## src/rtl/bus_fabric_if.sv

```systemverilog
// rtl/bus_fabric_if.sv - master-side and slave-side signal bundle for bus_fabric
interface bus_fabric_if #(
  parameter int NSLAVE = 2,
  parameter int AW     = 32,
  parameter int DW     = 32
);
  logic                 m_req;
  logic [AW-1:0]        m_addr;
  logic                 m_write;
  logic [DW-1:0]        m_wdata;
  logic                 m_busy;
  logic                 m_done;
  logic [DW-1:0]        m_rdata;
  logic                 m_err;
  logic [NSLAVE-1:0]    s_sel;
  logic [AW-1:0]        s_addr;
  logic                 s_write;
  logic [DW-1:0]        s_wdata;
  logic [NSLAVE*DW-1:0] s_rdata;
  logic [NSLAVE-1:0]    s_ready;

  modport master (
    output m_req, m_addr, m_write, m_wdata,
    input  m_busy, m_done, m_rdata, m_err,
    input  s_sel, s_addr, s_write, s_wdata,
    output s_rdata, s_ready
  );

  modport slave (
    input  m_req, m_addr, m_write, m_wdata,
    output m_busy, m_done, m_rdata, m_err,
    output s_sel, s_addr, s_write, s_wdata,
    input  s_rdata, s_ready
  );
endinterface

```

## src/rtl/bus_fabric.sv

```systemverilog
// rtl/bus_fabric.sv - registered base/size address-decoding bus fabric, one access in flight
// Optional access timeout enabled by defining BUS_FABRIC_TIMEOUT_EN.
module bus_fabric #(
  parameter int                   NSLAVE     = 2,
  parameter int                   AW         = 32,
  parameter int                   DW         = 32,
  parameter logic [NSLAVE*AW-1:0] SLAVE_BASE = {32'd411700, 32'd0},
  parameter logic [NSLAVE*AW-1:0] SLAVE_SIZE = {32'd1, 32'd411700},
  parameter int                   TIMEOUT    = 255
) (
  input  logic        clock,
  input  logic        reset,
  bus_fabric_if.slave bus
);

  localparam int IW = (NSLAVE > 1) ? $clog2(NSLAVE) : 1;

  typedef enum logic [1:0] {IDLE, ACCESS, RESP} state_t;

  state_t          state_q, state_d;
  logic [AW-1:0]   addr_q, addr_d;
  logic            write_q, write_d;
  logic [DW-1:0]   wdata_q, wdata_d;
  logic [IW-1:0]   idx_q, idx_d;
  logic [DW-1:0]   rdata_q, rdata_d;
  logic            err_q, err_d;

  logic            hit;
  logic [IW-1:0]   hit_idx;
  logic [AW-1:0]   sel_base;
  logic [DW-1:0]   sel_rdata;
  logic            sel_ready;

`ifdef BUS_FABRIC_TIMEOUT_EN
  localparam logic [15:0] TO = 16'(TIMEOUT);
  logic [15:0] cnt_q, cnt_d;
`else
  logic unused_timeout;
  assign unused_timeout = ^16'(TIMEOUT);
`endif

  // Descending scan so the lowest-indexed overlapping region wins; AW+1 bits keep BASE+SIZE from wrapping.
  always_comb begin
    hit     = 1'b0;
    hit_idx = '0;
    for (int i = NSLAVE - 1; i >= 0; i--) begin
      if ((SLAVE_SIZE[i*AW +: AW] != '0) &&
          ({1'b0, bus.m_addr} >= {1'b0, SLAVE_BASE[i*AW +: AW]}) &&
          ({1'b0, bus.m_addr} < ({1'b0, SLAVE_BASE[i*AW +: AW]} + {1'b0, SLAVE_SIZE[i*AW +: AW]}))) begin
        hit     = 1'b1;
        hit_idx = IW'(i);
      end
    end
  end

  assign sel_base  = SLAVE_BASE[idx_q*AW +: AW];
  assign sel_rdata = bus.s_rdata[idx_q*DW +: DW];
  assign sel_ready = bus.s_ready[idx_q];

  always_comb begin
    state_d = state_q;
    addr_d  = addr_q;
    write_d = write_q;
    wdata_d = wdata_q;
    idx_d   = idx_q;
    rdata_d = rdata_q;
    err_d   = err_q;
`ifdef BUS_FABRIC_TIMEOUT_EN
    cnt_d   = cnt_q;
`endif
    case (state_q)
      IDLE: begin
        if (bus.m_req) begin
          addr_d  = bus.m_addr;
          write_d = bus.m_write;
          wdata_d = bus.m_wdata;
          if (hit) begin
            idx_d   = hit_idx;
            state_d = ACCESS;
`ifdef BUS_FABRIC_TIMEOUT_EN
            cnt_d   = '0;
`endif
          end else begin
            err_d   = 1'b1;
            rdata_d = '0;
            state_d = RESP;
          end
        end
      end
      ACCESS: begin
        // Ready on the terminal timeout cycle still completes the access normally.
        if (sel_ready) begin
          rdata_d = write_q ? '0 : sel_rdata;
          err_d   = 1'b0;
          state_d = RESP;
        end
`ifdef BUS_FABRIC_TIMEOUT_EN
        else if (cnt_q == TO) begin
          rdata_d = '0;
          err_d   = 1'b1;
          state_d = RESP;
        end else begin
          cnt_d = cnt_q + 16'd1;
        end
`endif
      end
      RESP: begin
        state_d = IDLE;
      end
      default: begin
        state_d = IDLE;
      end
    endcase
  end

  always_ff @(posedge clock) begin
    if (reset) begin
      state_q <= IDLE;
      addr_q  <= '0;
      write_q <= 1'b0;
      wdata_q <= '0;
      idx_q   <= '0;
      rdata_q <= '0;
      err_q   <= 1'b0;
`ifdef BUS_FABRIC_TIMEOUT_EN
      cnt_q   <= '0;
`endif
    end else begin
      state_q <= state_d;
      addr_q  <= addr_d;
      write_q <= write_d;
      wdata_q <= wdata_d;
      idx_q   <= idx_d;
      rdata_q <= rdata_d;
      err_q   <= err_d;
`ifdef BUS_FABRIC_TIMEOUT_EN
      cnt_q   <= cnt_d;
`endif
    end
  end

  assign bus.m_busy  = (state_q != IDLE);
  assign bus.m_done  = (state_q == RESP);
  assign bus.m_rdata = rdata_q;
  assign bus.m_err   = err_q;

  // Slave-side outputs are live only while an access is in progress.
  assign bus.s_sel   = (state_q == ACCESS) ? (NSLAVE'(1) << idx_q) : '0;
  assign bus.s_addr  = (state_q == ACCESS) ? (addr_q - sel_base) : '0;
  assign bus.s_write = (state_q == ACCESS) & write_q;
  assign bus.s_wdata = (state_q == ACCESS) ? wdata_q : '0;

endmodule

```

## src/flat_wrapper.sv

```systemverilog
// flat-port wrapper written by rule: the top's interface ports become plain ports
module bus_fabric_flat 
#(
  parameter int                   NSLAVE     = 2,
  parameter int                   AW         = 32,
  parameter int                   DW         = 32,
  parameter logic [NSLAVE*AW-1:0] SLAVE_BASE = {32'd411700, 32'd0},
  parameter logic [NSLAVE*AW-1:0] SLAVE_SIZE = {32'd1, 32'd411700},
  parameter int                   TIMEOUT    = 255
)
  (clock, reset, bus_m_req, bus_m_addr, bus_m_write, bus_m_wdata, bus_m_busy, bus_m_done, bus_m_rdata, bus_m_err, bus_s_sel, bus_s_addr, bus_s_write, bus_s_wdata, bus_s_rdata, bus_s_ready);
  bus_fabric_if #(.NSLAVE(NSLAVE), .AW(AW), .DW(DW)) bus_i ();
  input  logic clock;
  input  logic reset;
  input wire logic [$bits(bus_i.m_req)-1:0] bus_m_req;
  input wire logic [$bits(bus_i.m_addr)-1:0] bus_m_addr;
  input wire logic [$bits(bus_i.m_write)-1:0] bus_m_write;
  input wire logic [$bits(bus_i.m_wdata)-1:0] bus_m_wdata;
  output wire logic [$bits(bus_i.m_busy)-1:0] bus_m_busy;
  output wire logic [$bits(bus_i.m_done)-1:0] bus_m_done;
  output wire logic [$bits(bus_i.m_rdata)-1:0] bus_m_rdata;
  output wire logic [$bits(bus_i.m_err)-1:0] bus_m_err;
  output wire logic [$bits(bus_i.s_sel)-1:0] bus_s_sel;
  output wire logic [$bits(bus_i.s_addr)-1:0] bus_s_addr;
  output wire logic [$bits(bus_i.s_write)-1:0] bus_s_write;
  output wire logic [$bits(bus_i.s_wdata)-1:0] bus_s_wdata;
  input wire logic [$bits(bus_i.s_rdata)-1:0] bus_s_rdata;
  input wire logic [$bits(bus_i.s_ready)-1:0] bus_s_ready;
  assign bus_i.m_req = bus_m_req;
  assign bus_i.m_addr = bus_m_addr;
  assign bus_i.m_write = bus_m_write;
  assign bus_i.m_wdata = bus_m_wdata;
  assign bus_m_busy = bus_i.m_busy;
  assign bus_m_done = bus_i.m_done;
  assign bus_m_rdata = bus_i.m_rdata;
  assign bus_m_err = bus_i.m_err;
  assign bus_s_sel = bus_i.s_sel;
  assign bus_s_addr = bus_i.s_addr;
  assign bus_s_write = bus_i.s_write;
  assign bus_s_wdata = bus_i.s_wdata;
  assign bus_i.s_rdata = bus_s_rdata;
  assign bus_i.s_ready = bus_s_ready;
  bus_fabric #(.NSLAVE(NSLAVE), .AW(AW), .DW(DW), .SLAVE_BASE(SLAVE_BASE), .SLAVE_SIZE(SLAVE_SIZE), .TIMEOUT(TIMEOUT)) u_core (.clock(clock), .reset(reset), .bus(bus_i));
endmodule
```

## config.mk

```make
export PLATFORM = sky130hd
export DESIGN_NAME = bus_fabric_flat
export DESIGN_NICKNAME = d
export VERILOG_FILES = /design/src/rtl/bus_fabric_if.sv /design/src/rtl/bus_fabric.sv /design/src/flat_wrapper.sv
export SDC_FILE = /design/constraint.sdc
export NUM_CORES = 1
export LEC_CHECK = 0
export ABC_AREA = 0
export CAP_MARGIN = 20
export CORE_AREA = 5 5 114 116
export CTS_CLUSTER_SIZE = 8
export DETAILED_ROUTE_END_ITERATION = 10
export DIE_AREA = 0 0 119 121
export PLACE_DENSITY_LB_ADDON = 0.25
export SLEW_MARGIN = 10
export SYNTH_ARGS = -nofsm -noshare
export SYNTH_HDL_FRONTEND = slang
export SYNTH_SLANG_ARGS = --single-unit
```

## constraint.sdc

```tcl
create_clock -name clock -period 11.46 [get_ports clock]
set_clock_uncertainty 0.15 [all_clocks]
set_input_delay 2.292 -clock clock [delete_from_list [all_inputs] [get_ports clock]]
set_output_delay 2.292 -clock clock [all_outputs]
set_load 0.01 [all_outputs]
```

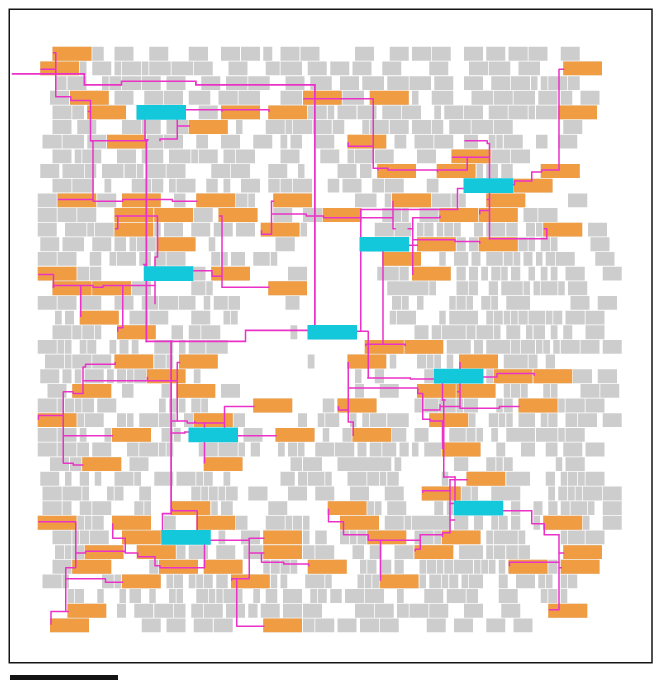
Figure 1: run 1, routed clock nets over the placement.
Bar = 20 um.
flip-flops: drawn in orange, count 101. clock drivers: drawn in cyan, count 9. clock wires: drawn in magenta, length 1210 um.
Position of the flops: spread over the die.
clk ins delay skew pair: 0.34 ns
Clock power frac: 36.1%

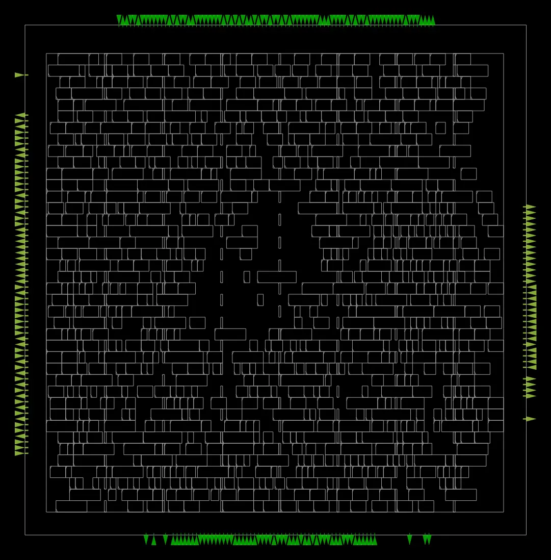
Figure 2: run 1, placed standard cells.
sequential fraction of total cell area: 25.3%
std cell rows: 40
fin cells: 1031
Util after Layout: 67.7%

==> results.py, run 1 <==
# Flow results
metrics = {
    "critical_path": {
        "cpMaxStageDelayCell": "clkdlybuf4s50_1",
        "critPathMaxFanout": 9,
        "r2r_cells": 5,
        "crit_end": "bus_s_addr[31]",
        "critPathMaxStageDelay_ns": 0.60,
        "crit_buf_inv": 2,
        "startpoint": "u_core.idx_q",
        "worstSetupPathType": "reg -> out",
        "start_kind": "register",
        "ff2ff_setup_slack_ns": 8.72,
        "cp.arrival_ns": 3.69,
    },
    "power": {
        "p_leak_nw": 2.90,
        "power_frac_seq_pct": 46.4,
        "ir_drop_mv": 0.0715,
        "p_per_area_nw_per_um2": 101,
        "finalPower_w": 0.000808,
    },
    "drt": {
        "ant_nets": 0,
        "vias": 5474,
        "routed_wl_mm": 17.2,
        "drt-pass1-iter-count": 5,
        "drtIter0Drc": 291,
        "drc_errors": 0,
        "routedWlPerCell_um": 16.7,
    },
    "logic_synthesis": {
        "netlist.area_leader.share_pct": 38.1,
        "yosys-mux-area-fraction_pct": 13.2,
        "top_area_cell": "dfxtp_1",
        "edf_count": 0,
        "ys_cells": 670,
        "topCombFamilyByArea": "simple AND/OR/NAND/NOR gates",
        "aoi_share_pct": 11.9,
        "yosysChipArea_um2": 5310,
        "syn_nets": 811,
        "synthAdderAreaFrac_pct": 1.65,
        "ys_seq_share_pct": 38.1,
        "topCellsByArea": "dfxtp_1 38%, nand2_1 13%, a21oi_1 7.6%, mux2_2 6.8%, mux2i_1 6.4%",
    },
    "grt": {
        "grt_max_degree": 103,
        "grt_pass1_wl_mm": 27.0,
        "antenna_found_initial": 0,
    },
    "placed_design": {
        "placed_cell_area_um2": 7710,
        "placed_cells": 1015,
        "pre_cts_ws_ns": 5.69,
        "io_buffers": 235,
    },
    "final_layout": {
        "nFillCells": 990,
        "drive_gt1_share_pct": 8.03,
        "nNetsFinal": 1020,
    },
    "final_timing": {
        "holdWs_ns": 0.303,
        "finalCritPeriodShare_pct": 53.5,
        "relSlewSlack_pct": 29.7,
        "finalWorstSetupSlack_ns": 5.33,
        "fmax_mhz": 163,
        "fin_crit_ns": 6.13,
    },
    "die": {
        "fp_util_pct": 44.9,
        "chipArea_um2": 14400,
    },
    "cts": {
        "root_buffer": "clkbuf_16",
        "h-tree-depth": 3,
        "cts_sinks": 101,
    },
    "run_status": {
        "outcome": "finished clean",
    },
    "worst_hold_path": {
        "hold_class": "reg -> reg",
        "holdPathEnd": "u_core.wdata_q[5]",
    },
    "flow_run": {
        "drv_cap": 0,
    },
}
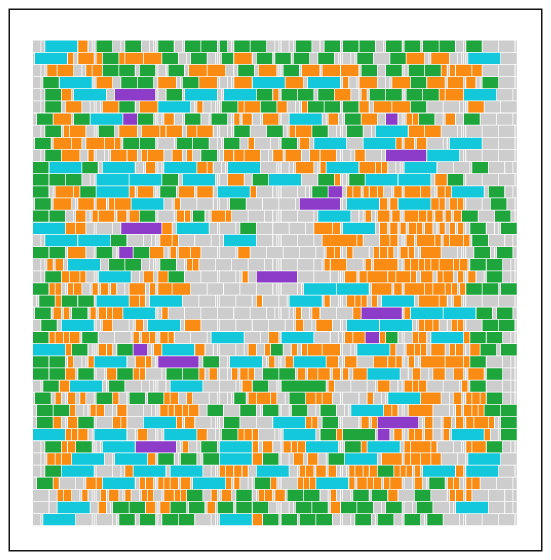
Figure 3: run 1, cells colored by class.
Fill, decap, tap and diode cells in gray.
flops: drawn in cyan, cells 101, share of their area 26%. other buffers and delay cells: drawn in green, cells 242, share of their area 31%. clock drivers and dummy loads: drawn in purple, cells 16, share of their area 3.6%. combinational and other logic: drawn in orange, cells 525, share of their area 39%.
core footprint: 11800 um^2
final instance area: 8000 um^2

run 1: layout make-up:
| class | count | area, um^2 | area share, % |
|---|---|---|---|
| multi-input combinational | 521 | 3060 | 38.3 |
| timing repair buffer | 242 | 2430 | 30.4 |
| sequential | 101 | 2020 | 25.3 |
| clock buffer | 9 | 225 | 2.82 |
| tap | 147 | 184 | 2.30 |
| clock inverter | 7 | 58.8 | 0.735 |
| inverter | 4 | 15.0 | 0.188 |
run 1: placed cells by master (no fill, tap or decap), drive strengths merged, types with 2 or more instances in the layout:
cell | netlist | final
clkdlybuf4s50 | 0 | 234
nor4 | 7 | 7
a21oi | 82 | 82
nor2b | 3 | 3
nor2 | 33 | 33
buf | 9 | 8
clkinv | 0 | 2
xor2 | 7 | 7
ha | 7 | 7
o211ai | 3 | 3
mux2i | 34 | 34
dfxtp | 101 | 101
clkbuf | 35 | 9
and2 | 38 | 38
inv | 4 | 7
xnor2 | 2 | 2
nor3 | 10 | 10
or3 | 3 | 3
clkinvlp | 0 | 2
o21bai | 3 | 3
mux2 | 32 | 32
o21ai | 14 | 14
nand2 | 181 | 181
nand2b | 36 | 36
or4 | 3 | 3
nand3b | 2 | 2
nand3 | 5 | 5
run 1: power by group through the flow:
stage | logic (W) | registers, W | clock network, W
6_report | 0.000141 | 0.000375 | 0.000292
2_1_floorplan | 0.0000765 | 0.000379 | 0
5_1_grt | 0.000154 | 0.000376 | 0.000316
4_1_cts | 0.000141 | 0.000374 | 0.000299
3_3_place_gp | 0.000133 | 0.000382 | 0
3_5_place_dp | 0.000140 | 0.000382 | 0
run 1: routing by layer:
metal	wire [um]	part of all wire, %	GRT usage, %
met5	0	0	0
met4	506	2.9	10.3
met3	1190	6.9	6.90
met2	8800	51	41.0
met1	6690	39	25.4
Figure 4. Routed metal, one color a layer (run 1).
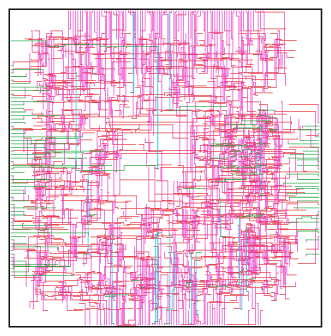

## Run 2: what changed since run 1
- CORE_AREA: 5 5 114 116 -> 5 5 119 121
- DIE_AREA: 0 0 119 121 -> 0 0 124 126
- clock period: 11.46 -> 5.73 ns (I/O delays scaled with it)
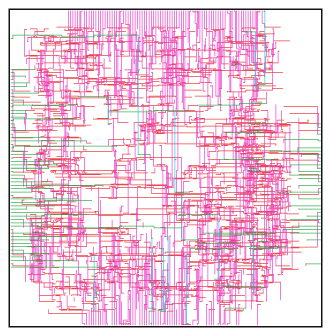
Figure 5: run 2, routed metal, one color a layer.
metal 3: drawn in green, wire length 1370 um. metal 4: drawn in cyan, wire length 350 um. metal 1: drawn in red, wire length 6500 um. metal 2: drawn in magenta, wire length 8620 um.
Via Count: 5356
GRT Util Overall: 21.4%
average wire per standard cell: 15.9 um
drt total wl: 16.8 mm

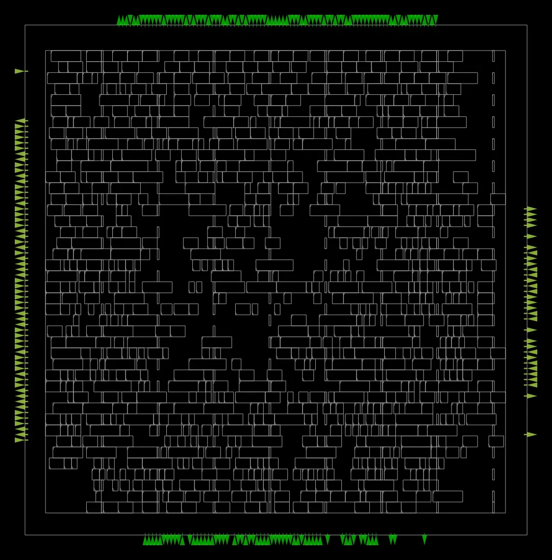
Figure 6: run 2, placed standard cells.
core footprint: 13000 um^2
FFs & Latches: 101
std cell rows: 42
fin cells: 1059
sequential fraction of total cell area: 25.3%

==> results.py, run 2 <==
# Flow results
metrics = {
    "placed_design": {
        "gp_congestion": 0.926,
        "placed_cell_area_um2": 7730,
        "dpl.hpwl_mm": 12.7,
        "pre_cts_ws_ns": 1.28,
        "io_buffers": 235,
        "placed_cells": 1044,
    },
    "critical_path": {
        "critPathRequiredTime_ns": 4.43,
        "crit_chain": "inv_1 -> ha_1 -> nor4_1 -> o2111ai_2 -> o21ai_1 -> nand4b_2 -> nor4_1 -> mux2i_1 -> clkdlybuf4s50_1",
        "cp.arrival_ns": 3.57,
        "critical_path_cell_count": 9,
        "cpMaxStageDelayCell": "clkdlybuf4s50_1",
        "worstSetupPathType": "reg -> out",
        "rr_startpoint": "u_core.idx_q",
        "r2r_end": "u_core.bus.m_rdata[17]",
        "critPathMaxFanout": 10,
        "cp_top_family": "simple AND/OR/NAND/NOR gates",
        "crit_end": "bus_s_addr[27]",
        "cp_common_cell": "nor4_1",
        "ff2ff_setup_slack_ns": 3.05,
        "start_kind": "register",
        "startpoint": "u_core.idx_q",
        "crit_buf_inv": 2,
        "end_kind": "primary output",
        "r2r_cells": 5,
        "critPathMaxStageDelay_ns": 0.58,
    },
    "flow_run": {
        "drv_cap": 0,
        "tool_warnings": 26,
    },
    "logic_synthesis": {
        "edf_count": 0,
        "synth-main-ff-cell": "dfxtp_1",
        "syn_nets": 811,
        "top_area_cell": "dfxtp_1",
        "avgSynthCellArea_um2": 7.92,
        "syn_inst": 670,
        "top_cells_by_count": "181 x nand2_1, 101 x dfxtp_1, 81 x a21oi_1",
        "ys.flops": 101,
        "syn_area_um2": 5310,
        "yosysChipArea_um2": 5310,
        "topCellsByArea": "dfxtp_1 38%, nand2_1 13%, a21oi_1 7.6%, mux2_2 6.8%, mux2i_1 6.4%",
        "yosysUniqueCellTypes": 48,
        "synthArstFlopShare_pct": 0,
        "yosys_warnings": 0,
        "netlist.area_leader.share_pct": 38.1,
        "ys_seq_share_pct": 38.1,
        "yosysMostFrequentCell": "nand2_1",
        "ys_cells": 670,
    },
    "final_layout": {
        "n_antenna_cell": 0,
        "mostFrequentLayoutCells": "234 x clkdlybuf4s50_1, 180 x nand2_1, 101 x dfxtp_1",
        "drive_gt1_share_pct": 7.93,
        "final_common_cell": "clkdlybuf4s50_1",
        "finalInstanceArea_um2": 8000,
        "nNetsFinal": 1020,
        "finalCoreUtilization_pct": 61.6,
        "syn2layout_area_growth_pct": 50.7,
    },
    "power": {
        "p_comb_share_pct": 17.4,
        "p_int_w": 0.00117,
        "ir_drop_mv": 0.164,
        "p_clk_share_pct": 35.4,
        "switchingPower_w": 0.000418,
        "p_per_area_nw_per_um2": 199,
        "finalPower_w": 0.00159,
        "p_leak_nw": 2.88,
        "power_frac_seq_pct": 47.1,
        "switching_share_pct": 26.3,
    },
    "final_timing": {
        "relSlewSlack_pct": 31.3,
        "finalWorstSetupSlack_ns": 0.867,
        "fin_crit_ns": 4.86,
        "fmax_mhz": 206,
        "tns_ns": 0,
        "slew_violations": 0,
        "rsz0062_at_grt": "false",
        "finalSetupViolations": 0,
        "holdWs_ns": 0.302,
        "hold_viol_final": 0,
        "finalCritPeriodShare_pct": 84.9,
        "worst_pin_slew_ns": 1.03,
    },
    "worst_hold_path": {
        "hold_class": "reg -> reg",
    },
    "drt": {
        "top_layer": "met4",
        "wl_met3_mm": 1.37,
        "drc_errors": 0,
        "drt-pass1-iter-count": 6,
        "drtIter0Drc": 419,
        "ant_nets": 0,
        "wl_met1_mm": 6.50,
        "via_per_inst": 5.06,
        "wl_met2_mm": 8.62,
    },
    "die": {
        "fp_util_pct": 40.9,
        "die_y_um": 126,
        "ioPinCount": 236,
        "chipArea_um2": 15600,
        "die_w_um": 124,
    },
    "grt": {
        "grt_max_degree": 55,
        "grt_pass1_vias": 5384,
        "antenna_found_initial": 0,
        "grt_pass1_wl_mm": 26.7,
        "met2_usage_pct": 36.5,
        "use_met3_pct": 8.12,
        "busiest_layer": "met2",
        "use_met1_pct": 24.9,
        "grt_overflow": 0,
    },
    "cts": {
        "h-tree-depth": 3,
        "cts_tree": "done",
        "cts_buffers": 9,
        "clk_pin_slew_ns": 0.07,
        "clk_path_buf_depth": 2,
        "postCtsSetupBuffers": 0,
        "insertion_delay_ns": 0.35,
        "cts_sinks": 101,
        "root_buffer": "clkbuf_16",
        "cts_resized": 0,
        "cts_hold_buf": 0,
    },
    "run_status": {
        "outcome": "finished clean",
    },
}
-- run 2: netlist changes by cell type in the layout (fill, tap and decap cells not counted), sizes merged --
cell	before	now
clkinv	2	3
clkinvlp	2	3
inv	7	4
-- run 2: how the worst min path moves through the flow --
stage | startpoint | end | slack (ns) | cells past startpoint
global placement | u_core.wdata_q[0] | u_core.wdata_q[0] | 0.29 | 2
global route | u_core.wdata_q[16] | u_core.wdata_q[16] | 0.32 | 2
finish | u_core.wdata_q[3] | u_core.wdata_q[3] | 0.30 | 2
CTS | u_core.wdata_q[10] | u_core.wdata_q[10] | 0.30 | 2
detailed placement | u_core.wdata_q[29] | u_core.wdata_q[29] | 0.30 | 2
floorplan | u_core.addr_q[0] | u_core.addr_q[0] | 0.28 | 2
-- run 2: logic make-up (layout without fill, tap and decap cells) --
kind of cell | Yosys count | count (layout) | synth area share, %
simple gates | 327 | 327 | 29.2
compound gates | 112 | 112 | 11.9
flops | 101 | 101 | 38.1
mux | 66 | 66 | 13.2
buf+inv | 48 | 261 | 4.48
xor+xnor | 9 | 9 | 1.49
fa+ha+maj | 7 | 7 | 1.65
-- run 2: power by group through the flow --
stage / Sequential, W / Clock (W) / Combinational (W)
floorplan: 0.000759 / 0 / 0.000153
global placement: 0.000763 / 0 / 0.000267
detailed placement: 0.000765 / 0 / 0.000276
CTS: 0.000749 / 0.000581 / 0.000277
global route: 0.000752 / 0.000611 / 0.000303
finish: 0.000749 / 0.000563 / 0.000277
-- run 2: area by class of cell --
cell class | count | area, um^2
multi-input combinational | 521 | 3060
clock buffer | 9 | 225
inverter | 4 | 15.0
timing repair buffer | 242 | 2410
tap | 176 | 220
fill | 1146 | 4980
clock inverter | 6 | 41.3
sequential | 101 | 2020
Figure 7. Ports around the boundary (run 2).
Pins as bars across the die edge, other pins in gray.
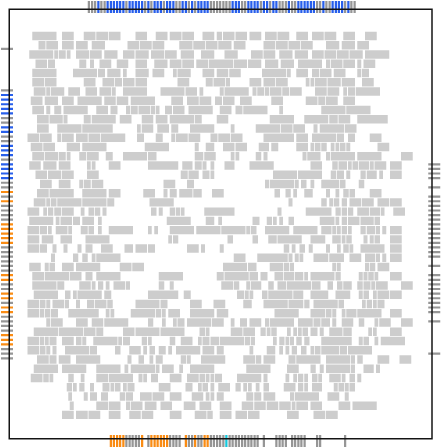

## Run 3: what changed since run 2
- CORE_AREA: 5 5 119 121 -> 5 5 125 127
- DIE_AREA: 0 0 124 126 -> 0 0 130 132
- clock period: 5.73 -> 4.45 ns (I/O delays scaled with it)
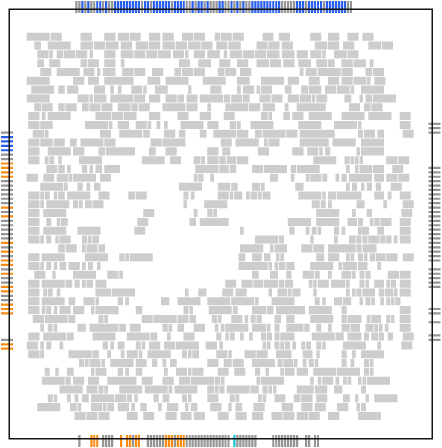
Figure 8: run 3, ports around the boundary.
Pins as bars across the die edge, other pins in gray.
bus_m_done: drawn in cyan, pins 1, direction output, edge bottom. bus_s_rdata: drawn in blue, pins 64, direction input, edge 60 top, 4 left. bus_m_wdata: drawn in orange, pins 32, direction input, edge 18 left, 14 bottom.
All pins by edge: 93 top, 63 bottom, 45 left, 35 right.
I/O Buffers: 235
Die H: 132 um
Die Span X: 130 um

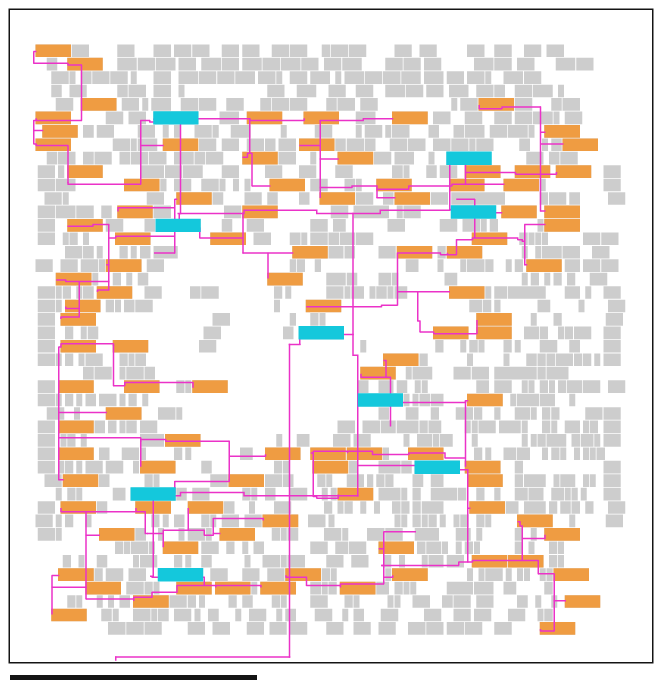
Figure 9: run 3, routed clock nets over the placement.
Bar = 50 um.
clock wires: drawn in magenta, length 1400 um. clock drivers: drawn in cyan, count 9. flip-flops: drawn in orange, count 101.
Position of the flops: spread over the die. There are 10 routed clock nets.
Clock power frac: 39.0%
Clk. pwr: 0.000849 W

==> results.py, run 3 <==
# Flow results
metrics = {
    "run_status": {
        "outcome": "finished clean",
    },
    "final_timing": {
        "finalWorstSetupSlack_ns": 0.219,
        "relSlewSlack_pct": 45.9,
        "finalSetupViolations": 0,
        "holdWs_ns": 0.299,
        "slew_violations": 0,
        "fin_crit_ns": 4.23,
        "tns_ns": 0,
        "finalCritPeriodShare_pct": 95.1,
        "hold_viol_final": 0,
    },
    "drt": {
        "routed_wl_mm": 16.3,
        "vias": 5153,
        "drtIter0Drc": 245,
        "drt-pass1-iter-count": 4,
        "drc_errors": 0,
        "via_per_inst": 4.80,
    },
    "final_layout": {
        "final_cells": 1074,
        "finalCoreUtilization_pct": 56.8,
        "n_antenna_cell": 0,
        "syn2layout_area_growth_pct": 53.2,
    },
    "cts": {
        "h-tree-depth": 3,
        "cts_buffers": 9,
        "root_buffer": "clkbuf_16",
        "clk_path_buf_depth": 2,
        "cts_hold_buf": 0,
        "insertion_delay_ns": 0.35,
        "cts_sinks": 101,
        "cts_tree": "done",
        "clk_pin_slew_ns": 0.07,
    },
    "placed_design": {
        "dpl.hpwl_mm": 12.1,
        "placed_cells": 1056,
        "placed_cell_area_um2": 7770,
        "pre_cts_ws_ns": 0.316,
    },
    "critical_path": {
        "cp.arrival_ns": 3.19,
        "cp_top_family": "AND-OR/OR-AND gates",
        "critPathMaxFanout": 9,
        "critPathRequiredTime_ns": 3.41,
        "crit_chain": "inv_2 -> ha_1 -> nor4_2 -> o2111ai_2 -> o21ai_2 -> nand4b_4 -> buf_4 -> o31ai_1 -> a21oi_1 -> clkdlybuf4s50_1",
        "crit_buf_inv": 3,
        "start_kind": "register",
        "cpMaxStageDelayCell": "clkdlybuf4s50_1",
        "critPathMaxStageDelay_ns": 0.48,
    },
    "power": {
        "p_leak_nw": 2.95,
        "ir_drop_mv": 0.160,
        "p_per_area_nw_per_um2": 268,
        "finalPower_w": 0.00218,
    },
    "logic_synthesis": {
        "synth-main-ff-cell": "dfxtp_1",
        "edf_count": 0,
        "syn_area_um2": 5310,
        "top_cells_by_count": "181 x nand2_1, 101 x dfxtp_1, 81 x a21oi_1",
        "top_area_cell": "dfxtp_1",
        "ys_seq_share_pct": 38.1,
        "synthAdderAreaFrac_pct": 1.65,
        "yosysUniqueCellTypes": 48,
        "ys_cells": 670,
        "simple_gate_share_pct": 29.2,
        "syn_nets": 811,
        "yosysChipArea_um2": 5310,
        "topCellsByArea": "dfxtp_1 38%, nand2_1 13%, a21oi_1 7.6%, mux2_2 6.8%, mux2i_1 6.4%",
        "avgSynthCellArea_um2": 7.92,
        "aoi_share_pct": 11.9,
        "synthArstFlopShare_pct": 0,
        "ys.flops": 101,
    },
    "grt": {
        "grt_max_degree": 53,
        "grt_use_total_pct": 18.7,
        "grt_pass1_wl_mm": 25.7,
        "antenna_found_initial": 0,
        "grt_pass1_vias": 4964,
    },
    "worst_hold_path": {
        "hold_class": "reg -> reg",
    },
    "die": {
        "rows": 44,
        "core-area_um2": 14300,
        "fp_util_pct": 37.1,
        "chipArea_um2": 17200,
        "ioPinCount": 236,
    },
    "flow_run": {
        "tool_warnings": 26,
        "drv_cap": 0,
    },
}
-- run 3: path summary, 6_finish.rpt --
path	from	to	slack, ns	cells past startpoint
worst max-delay path	u_core.idx_q	bus_s_addr[29]	0.22	10
worst min-delay path	u_core.wdata_q[10]	u_core.wdata_q[10]	0.30	2
worst max register to register	u_core.idx_q	u_core.bus.m_rdata[24]	1.93	6
worst min register to register	u_core.wdata_q[10]	u_core.wdata_q[10]	0.30	2
-- run 3: layout make-up --
class	instances	area, um^2
clock buffers	14	284
clock inverters	2	38.8
fillers	1391	6180
inverters	4	15.0
multi-input cells	521	3080
flip-flops and latches	101	2020
well taps	184	230
repair buffers	248	2460
-- run 3: layer usage --
layer	GRT usage, %	share of wire (%)
met3	5.63	6.6
met4	5.14	1.7
met5	0	0
met2	32.1	50
met1	22.6	42
-- run 3: cell families (layout without fill, tap and decap cells) --
logic type	Yosys count	after routing
buffers and inverters	48	268
XOR/XNOR	9	9
AND/OR/NAND/NOR	327	327
AND-OR/OR-AND	112	112
flip-flops	101	101
adder cells (fa/ha/maj)	7	7
multiplexers	66	66
-- run 3: report_power, final --
part | switching (W) | leakage (nW) | internal [W] | total (W)
logic | 0.000163 | 1.97 | 0.000200 | 0.000364
registers | 0.0000252 | 0.825 | 0.000939 | 0.000964
clock network | 0.000349 | 0.159 | 0.000499 | 0.000849
total | 0.000538 | 2.95 | 0.00164 | 0.00218
-- run 3: repair_timing --
item,4_1_cts,5_1_grt
buffers inserted,0,2
pin swaps,0,1
gates resized,1,4
gates cloned,0,0
endpoints found under the setup margin,5,10
-- run 3: worst min-delay path, stage by stage (launching register included) --
cell	delay, ns
dfxtp_1	0.31
nand2_1	0.05
a21oi_1	0.05
Power is estimated from default activity; no workload was simulated.
